<file path="config.mk">
export PLATFORM = sky130hd
export DESIGN_NAME = spmv_kernel_ctrl
export DESIGN_NICKNAME = d
export VERILOG_FILES = /design/src/rtl/spmv_kernel_ctrl.sv
export SDC_FILE = /design/constraint.sdc
export NUM_CORES = 1
export LEC_CHECK = 0
export ABC_AREA = 0
export CELL_PAD_IN_SITES_DETAIL_PLACEMENT = 1
export CELL_PAD_IN_SITES_GLOBAL_PLACEMENT = 1
export CORE_UTILIZATION = 40
export DETAILED_ROUTE_END_ITERATION = 12
export PLACE_DENSITY = 0.85
export SYNTH_ARGS = -nofsm -noshare
export SYNTH_HDL_FRONTEND = slang
export SYNTH_SLANG_ARGS = --single-unit
</file>
<file path="constraint.sdc">
create_clock -name aclk -period 8.6 [get_ports aclk]
set_clock_uncertainty 0.15 [all_clocks]
set_input_delay 1.72 -clock aclk [delete_from_list [all_inputs] [get_ports aclk]]
set_output_delay 1.72 -clock aclk [all_outputs]
set_load 0.02 [all_outputs]
</file>
<file path="src/rtl/spmv_kernel_ctrl.sv">
// spmv_kernel_ctrl: per-kernel run controller for one SpMV compute kernel.
// Decodes start/abort/clear from the ctrl word, launches the kernel,
// tracks row/nnz progress, detects done / nnz mismatch / overrun / timeout
// and reports a 64-bit cycle count plus a flags word.
// Ports:
//   aclk, areset            clock, synchronous active-high reset
//   ctrl_word               level-held control register (start/abort/clear)
//   row_num, nnz_num        job size, latched at launch
//   status_word             [63:0] cycle count, [95:64] flags
//   kernel_start/abort      one-cycle pulses to the kernel
//   kernel_row_num/nnz_num  latched job size driven to the kernel
//   kernel_row_done         one pulse per completed row
//   kernel_nnz_beat         one pulse per consumed nonzero
module spmv_kernel_ctrl #(
    parameter logic [63:0] TIMEOUT_CYCLES = 64'd0,
    parameter int          START_BIT      = 0,
    parameter int          ABORT_BIT      = 1,
    parameter int          CLEAR_BIT      = 2
) (
    input  logic        aclk,
    input  logic        areset,
    input  logic [31:0] ctrl_word,
    input  logic [31:0] row_num,
    input  logic [31:0] nnz_num,
    output logic [95:0] status_word,
    output logic        kernel_start,
    output logic        kernel_abort,
    output logic [31:0] kernel_row_num,
    output logic [31:0] kernel_nnz_num,
    input  logic        kernel_row_done,
    input  logic        kernel_nnz_beat
);

    typedef enum logic [2:0] {
        IDLE   = 3'd0,
        LAUNCH = 3'd1,
        RUN    = 3'd2,
        DONE   = 3'd3,
        ERROR  = 3'd4
    } state_t;

    state_t      state;
    logic        start_q;
    logic [63:0] cnt;
    logic [31:0] rows_done;
    logic [31:0] nnz_done;
    logic [1:0]  err_code;
    logic        busy;
    logic        done_flag;
    logic        err_flag;

    logic        start_edge;
    logic        abort;
    logic        clear;
    logic [63:0] cnt_inc;
    logic [31:0] rows_nxt;
    logic [31:0] nnz_nxt;
    logic        overrun;
    logic        complete;
    logic        nnz_match;
    logic        timeout;
    logic        ctrl_unused;

    assign start_edge = ctrl_word[START_BIT] & ~start_q;
    assign abort      = ctrl_word[ABORT_BIT];
    assign clear      = ctrl_word[CLEAR_BIT];
    assign ctrl_unused = ^ctrl_word;

    // Saturating increments; progress values include this cycle's pulse.
    assign cnt_inc  = (&cnt) ? cnt : cnt + 64'd1;
    assign rows_nxt = rows_done + {31'd0, kernel_row_done & ~(&rows_done)};
    assign nnz_nxt  = nnz_done + {31'd0, kernel_nnz_beat & ~(&nnz_done)};

    // A beat arriving once nnz_done already equals the target would exceed it.
    assign overrun   = kernel_nnz_beat & (nnz_done >= kernel_nnz_num);
    assign complete  = (rows_nxt == kernel_row_num);
    assign nnz_match = (nnz_nxt == kernel_nnz_num);
    assign timeout   = (TIMEOUT_CYCLES != 64'd0) && (cnt_inc >= TIMEOUT_CYCLES);

    always_ff @(posedge aclk) begin
        if (areset) begin
            state          <= IDLE;
            start_q        <= 1'b0;
            cnt            <= 64'd0;
            rows_done      <= 32'd0;
            nnz_done       <= 32'd0;
            err_code       <= 2'd0;
            busy           <= 1'b0;
            done_flag      <= 1'b0;
            err_flag       <= 1'b0;
            kernel_start   <= 1'b0;
            kernel_abort   <= 1'b0;
            kernel_row_num <= 32'd0;
            kernel_nnz_num <= 32'd0;
        end else begin
            start_q      <= ctrl_word[START_BIT];
            kernel_start <= 1'b0;
            kernel_abort <= 1'b0;
            unique case (state)
                IDLE, DONE, ERROR: begin
                    if (start_edge && !abort) begin
                        state          <= LAUNCH;
                        kernel_row_num <= row_num;
                        kernel_nnz_num <= nnz_num;
                        cnt            <= 64'd0;
                        rows_done      <= 32'd0;
                        nnz_done       <= 32'd0;
                        err_code       <= 2'd0;
                        done_flag      <= 1'b0;
                        err_flag       <= 1'b0;
                        busy           <= 1'b1;
                        // Pulse coincides with the LAUNCH cycle.
                        kernel_start   <= (row_num != 32'd0);
                    end else if (clear) begin
                        cnt <= 64'd0;
                    end
                end
                LAUNCH: begin
                    if (abort) begin
                        state        <= IDLE;
                        busy         <= 1'b0;
                        kernel_abort <= 1'b1;
                    end else if (kernel_row_num == 32'd0) begin
                        state     <= DONE;
                        busy      <= 1'b0;
                        done_flag <= 1'b1;
                    end else begin
                        state <= RUN;
                    end
                end
                RUN: begin
                    if (abort) begin
                        state        <= IDLE;
                        busy         <= 1'b0;
                        kernel_abort <= 1'b1;
                    end else begin
                        cnt       <= cnt_inc;
                        rows_done <= rows_nxt;
                        nnz_done  <= nnz_nxt;
                        if (overrun) begin
                            state    <= ERROR;
                            busy     <= 1'b0;
                            err_flag <= 1'b1;
                            err_code <= 2'd2;
                        end else if (complete) begin
                            busy <= 1'b0;
                            if (nnz_match) begin
                                state     <= DONE;
                                done_flag <= 1'b1;
                            end else begin
                                state    <= ERROR;
                                err_flag <= 1'b1;
                                err_code <= 2'd1;
                            end
                        end else if (timeout) begin
                            state        <= ERROR;
                            busy         <= 1'b0;
                            err_flag     <= 1'b1;
                            err_code     <= 2'd3;
                            kernel_abort <= 1'b1;
                        end
                    end
                end
                default: begin
                    state <= IDLE;
                    busy  <= 1'b0;
                end
            endcase
        end
    end

    assign status_word = {rows_done[21:0], err_code, 1'b0, state,
                          1'b0, err_flag, done_flag, busy, cnt};

endmodule

</file>
M1 wires:
Supply wires on this layer in grey.
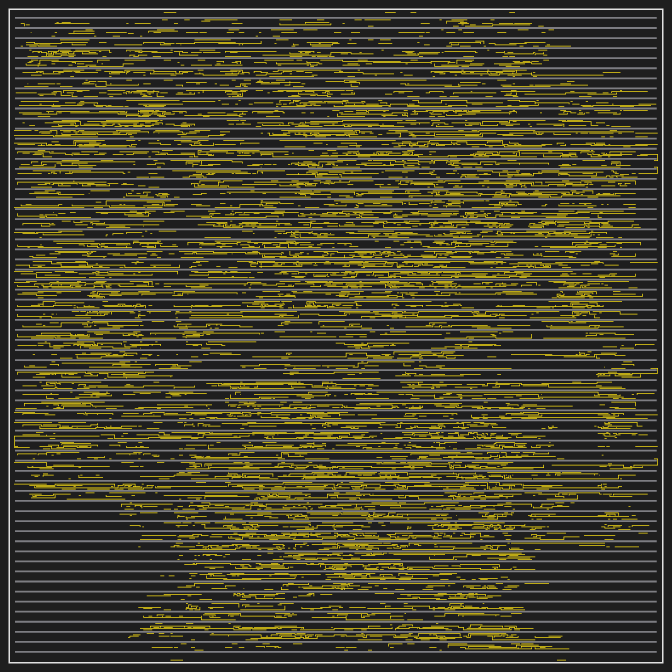
- nets with wire on the layer: 1693
- main direction: horizontal
- longest straight run: 59.8 um
- wire length on this layer: 18300 um
total number of vias: 12.6k
met1 Usage GRT: 0.346
final wirelength: 43500 um

Cell area per tile:
18 x 18 tiles, from white (low) to dark blue (high), 0 to 100% covered.
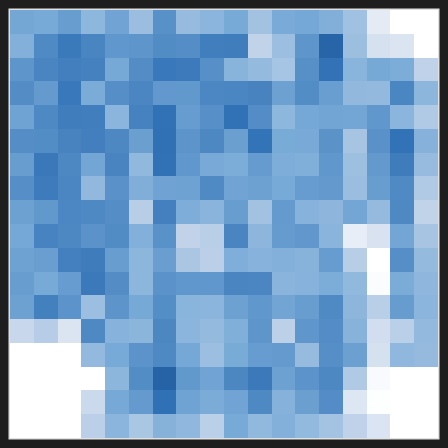
- emptiest ninth of the die: lower left
- tiles over 75% full: 0.60%
- mean over tiles: 48%
- nearly empty tiles: 7.7%
core footprint: 29700 um^2
Initial Util: 0.409
Final Util: 0.513

Met4 routing:
The bar under the picture is 50 um long. Supply wires on this layer in grey. Cells faint in the background.
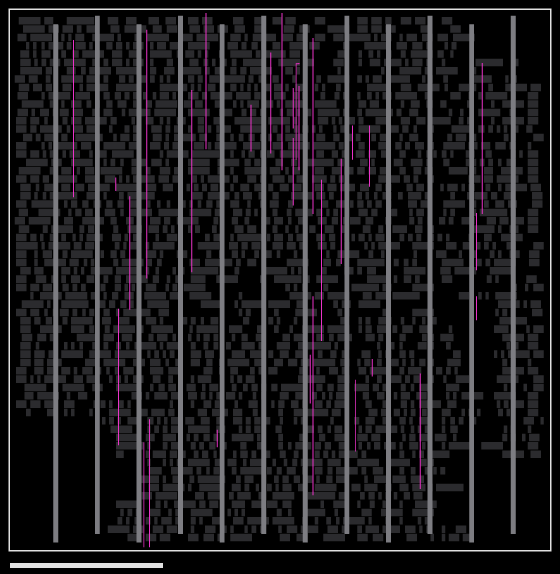
- main direction: vertical
- longest straight run: 80.9 um

Routing congestion map:
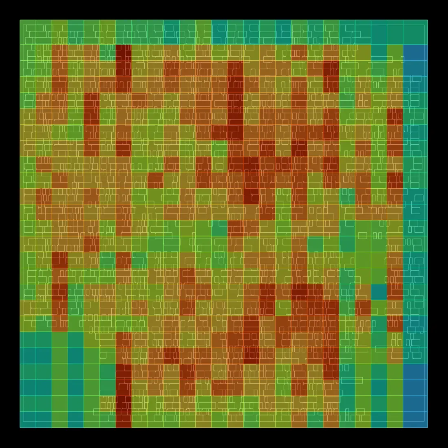
wire per inst: 20.2 um
met2 GRT Util: 0.467
met3 GRT Util: 0.0652

==> out/qor.csv <==
stage,metric,value,unit
sta,worst slew pin tran,0.972,ns
grt,"Most Used Layer, Global Route",met2,
floorplan,Die ar.,31100,um^2
sta,Final Slew Violations,0,
logic_synthesis,Synth Instances,1608,
setup_path,worst endpoint required time,8.89,ns
sta,final hold vios,0,
layout,buffering overhead,0.157,
clocking,CTS Buf Count,25,
setup_path,Worst Setup End Kind,flip-flop,
layout,share of cells above drive strength 1,0.0476,
sta,Max Fclk,168,MHz
floorplan,row count,63,
layout,area growth from synthesis to layout,25.6,%
layout,Seq area share,0.266,
layout,logic share of the area,0.477,
setup_path,crit path kind,primary input to flip-flop,
layout,#MultiIn Comb,1220,
layout,most common logic cells in the final layout,"229 x clkdlybuf4s50_1, 227 x nand2_1, 203 x dfxtp_1",
setup_path,endpoint of the worst register-to-register path,done_flag$_SDFFE_PP0P_,
layout,filler cell count,3660,
layout,most numerous logic cell after layout,clkdlybuf4s50_1,
sta,cycle use final,0.692,
setup_path,Worst R2R Start,rows_done[9]$_SDFFE_PP0P_,
logic_synthesis,Top cell area share,0.335,
setup_path,Worst Setup EP,done_flag$_SDFFE_PP0P_,
floorplan,Die X,176,um
logic_synthesis,count of library flops with an enable pin,0,
grt,antenna violations before repair,2,
grt,first-pass GRT wire length,68700,um
layout,FF+latch count,203,
setup_path,max incr delay on CP,0.69,ns
pwr,peak supply drop,169,uV
sta,Setup Total Neg Slack,0,ns
logic_synthesis,"top cells, area","dfxtp_1 33%, nand2_1 7.1%, xnor2_1 5.9%, a21oi_1 5.9%, nor2_1 5.3%",
logic_synthesis,post-synthesis sequential area ratio,0.335,
sta,final worst-path setup slack,2.65,ns
logic_synthesis,ys flop type,dfxtp_1,
placed_design,Setup WS pre-CTS,2.26,ns
pwr,Reg power frac,0.396,
logic_synthesis,post-synthesis cell type with the largest instance count,nand2_1,
placed_design,final RePlAce weighted congestion,0.893,
route,met3 routed wirelength,3440,um
route,DR pass1 iterations,5,
clocking,# H-tree levels,1,
sta,Tmin final,5.95,ns
pwr,Power Internal,1.81,mW
route,DR top layer,met5,
logic_synthesis,yosys cell count,1608,
sta,worst relative slew slack,0.349,
min_path,WHS Endpoint,err_code[0]$_SDFFE_PP0P_,
pwr,switching share of power,0.304,
setup_path,CP startpoint,kernel_row_done,
clocking,postcts setup bufs,0,
logic_synthesis,synthesized cell area,12100,um^2
logic_synthesis,yosys warns,0,
clocking,CTS tree,built,
pwr,combinational power share,0.199,
sta,final setup violating endpoints,0,
route,wl on met1,18300,um
route,met2 wire length,20700,um
placed_design,port bufs,230,
placed_design,HPWL after detailed placement,30900,um
logic_synthesis,Yosys chip area,12100,um^2
pwr,total power,2.61,mW
logic_synthesis,commonest cells in the synthesized netlist,"229 x nand2_1, 203 x dfxtp_1, 170 x nor2_1",
grt,grt total ovfl,0,
route,post-route ant nets,0,
job,Log Warnings,56,
floorplan,# IOs,262,
job,max-cap viol count,0,
layout,# diodes,0,
layout,final net count,1887,
floorplan,Well Taps,390,
sta,Hold Slack,0.328,ns
logic_synthesis,asr flop ratio synth,0,
layout,multi-input logic area,7280,um^2
setup_path,reg2reg path depth,16,
clocking,worst skew pair latency,0.53,ns
pwr,Seq. pwr,1.03,mW
route,Remaining DRCs,0,
clocking,cts hold-fix bufs,0,
layout,Layout clock buffers,37,
clocking,"Reg clk slew, reported paths",0.06,ns
layout,Clock-cell share,0.0536,
layout,Plain + repair buffers,243,
status,outcome,finished clean,
pwr,net switching power,793,uW
setup_path,FF-to-FF setup slack,3.27,ns
placed_design,DP Area,14400,um^2
setup_path,"slowest stage cell, crit path",nor2_1,
setup_path,Critical Path AT,6.25,ns
setup_path,"critical path, cell by cell",clkdlybuf4s50_1 > o21a_1 > ha_1 > ha_1 > nand3_1 > nor2_1 > nand3_1 > mux2i_1 > or4_1 > or4_1 > o22ai_1 > o21ai_1 > a211oi_2,
layout,flip-flop and latch area,4060,um^2
min_path,hold path startpoint,err_code[0]$_SDFFE_PP0P_,
pwr,clock network power,1.06,mW
pwr,Pwr top,the clock network,
layout,Finished Layout Cells,2156,
clocking,Clock Path Buffers,3,
logic_synthesis,Flops after synth,203,
min_path,Hold Path Class,flip-flop to flip-flop,
placed_design,Placed Cells,2112,
clocking,Root Buffer,clkbuf_16,
grt,pin count of the biggest net entering global routing,71,
logic_synthesis,Syn Area/Cell,7.55,um^2
pwr,clock share of power,0.405,
floorplan,Die H,176,um
pwr,Pleak,5.01,nW
min_path,worst hold path depth,1,
route,DR iter-0 viols,685,
setup_path,Crit Path Max Fanout,10,
layout,largest class,logic gates,
layout,Inverters excl. clock,56,
setup_path,Startpoint Class,primary input,
clocking,# clock sinks,203,
pwr,PwrDens,171,nW/um^2
pwr,P_comb,518,uW
clocking,cts repair resizes,0,
logic_synthesis,Synth area leader,dfxtp_1,
grt,vias in the first global route,12700,
logic_synthesis,synth unique cells,78,
sta,RSZ-0062 raised after global routing,false,
route,via/cell ratio,5.83,
layout,fin area,15300,um^2
-- cell families (layout without fill, tap and decap cells) --
group           after synthesis  after routing  synth area share
simple gates                713            713             0.289
compound gates              317            317             0.159
flops                       203            203             0.335
buf+inv                     186            343            0.0687
xor+xnor                    144            144             0.104
fa+ha+maj                    38             38            0.0392
mux                           6              6           0.00515
other cells                   1              2          0.000309
-- flip-flops by register name (all words and copies together) (netlist names) --
register        flops
busy                1
rows_done          32
kernel_start        1
kernel_row_num     32
err_code            2
start_q             1
kernel_nnz_num     32
nnz_done           32
err_flag            1
done_flag           1
cnt                64
state               3
kernel_abort        1
-- worst max-delay path, delay by kind of cell --
kind,cells,cell delay [ns]
AOI/OAI and AO/OA,4,0.80
adders and majority gates,2,0.57
and+or+nand+nor,5,2.43
muxes,1,0.19
buffers and inverters,1,0.54
No activity file was given, so power comes from the tool's default toggle rates.
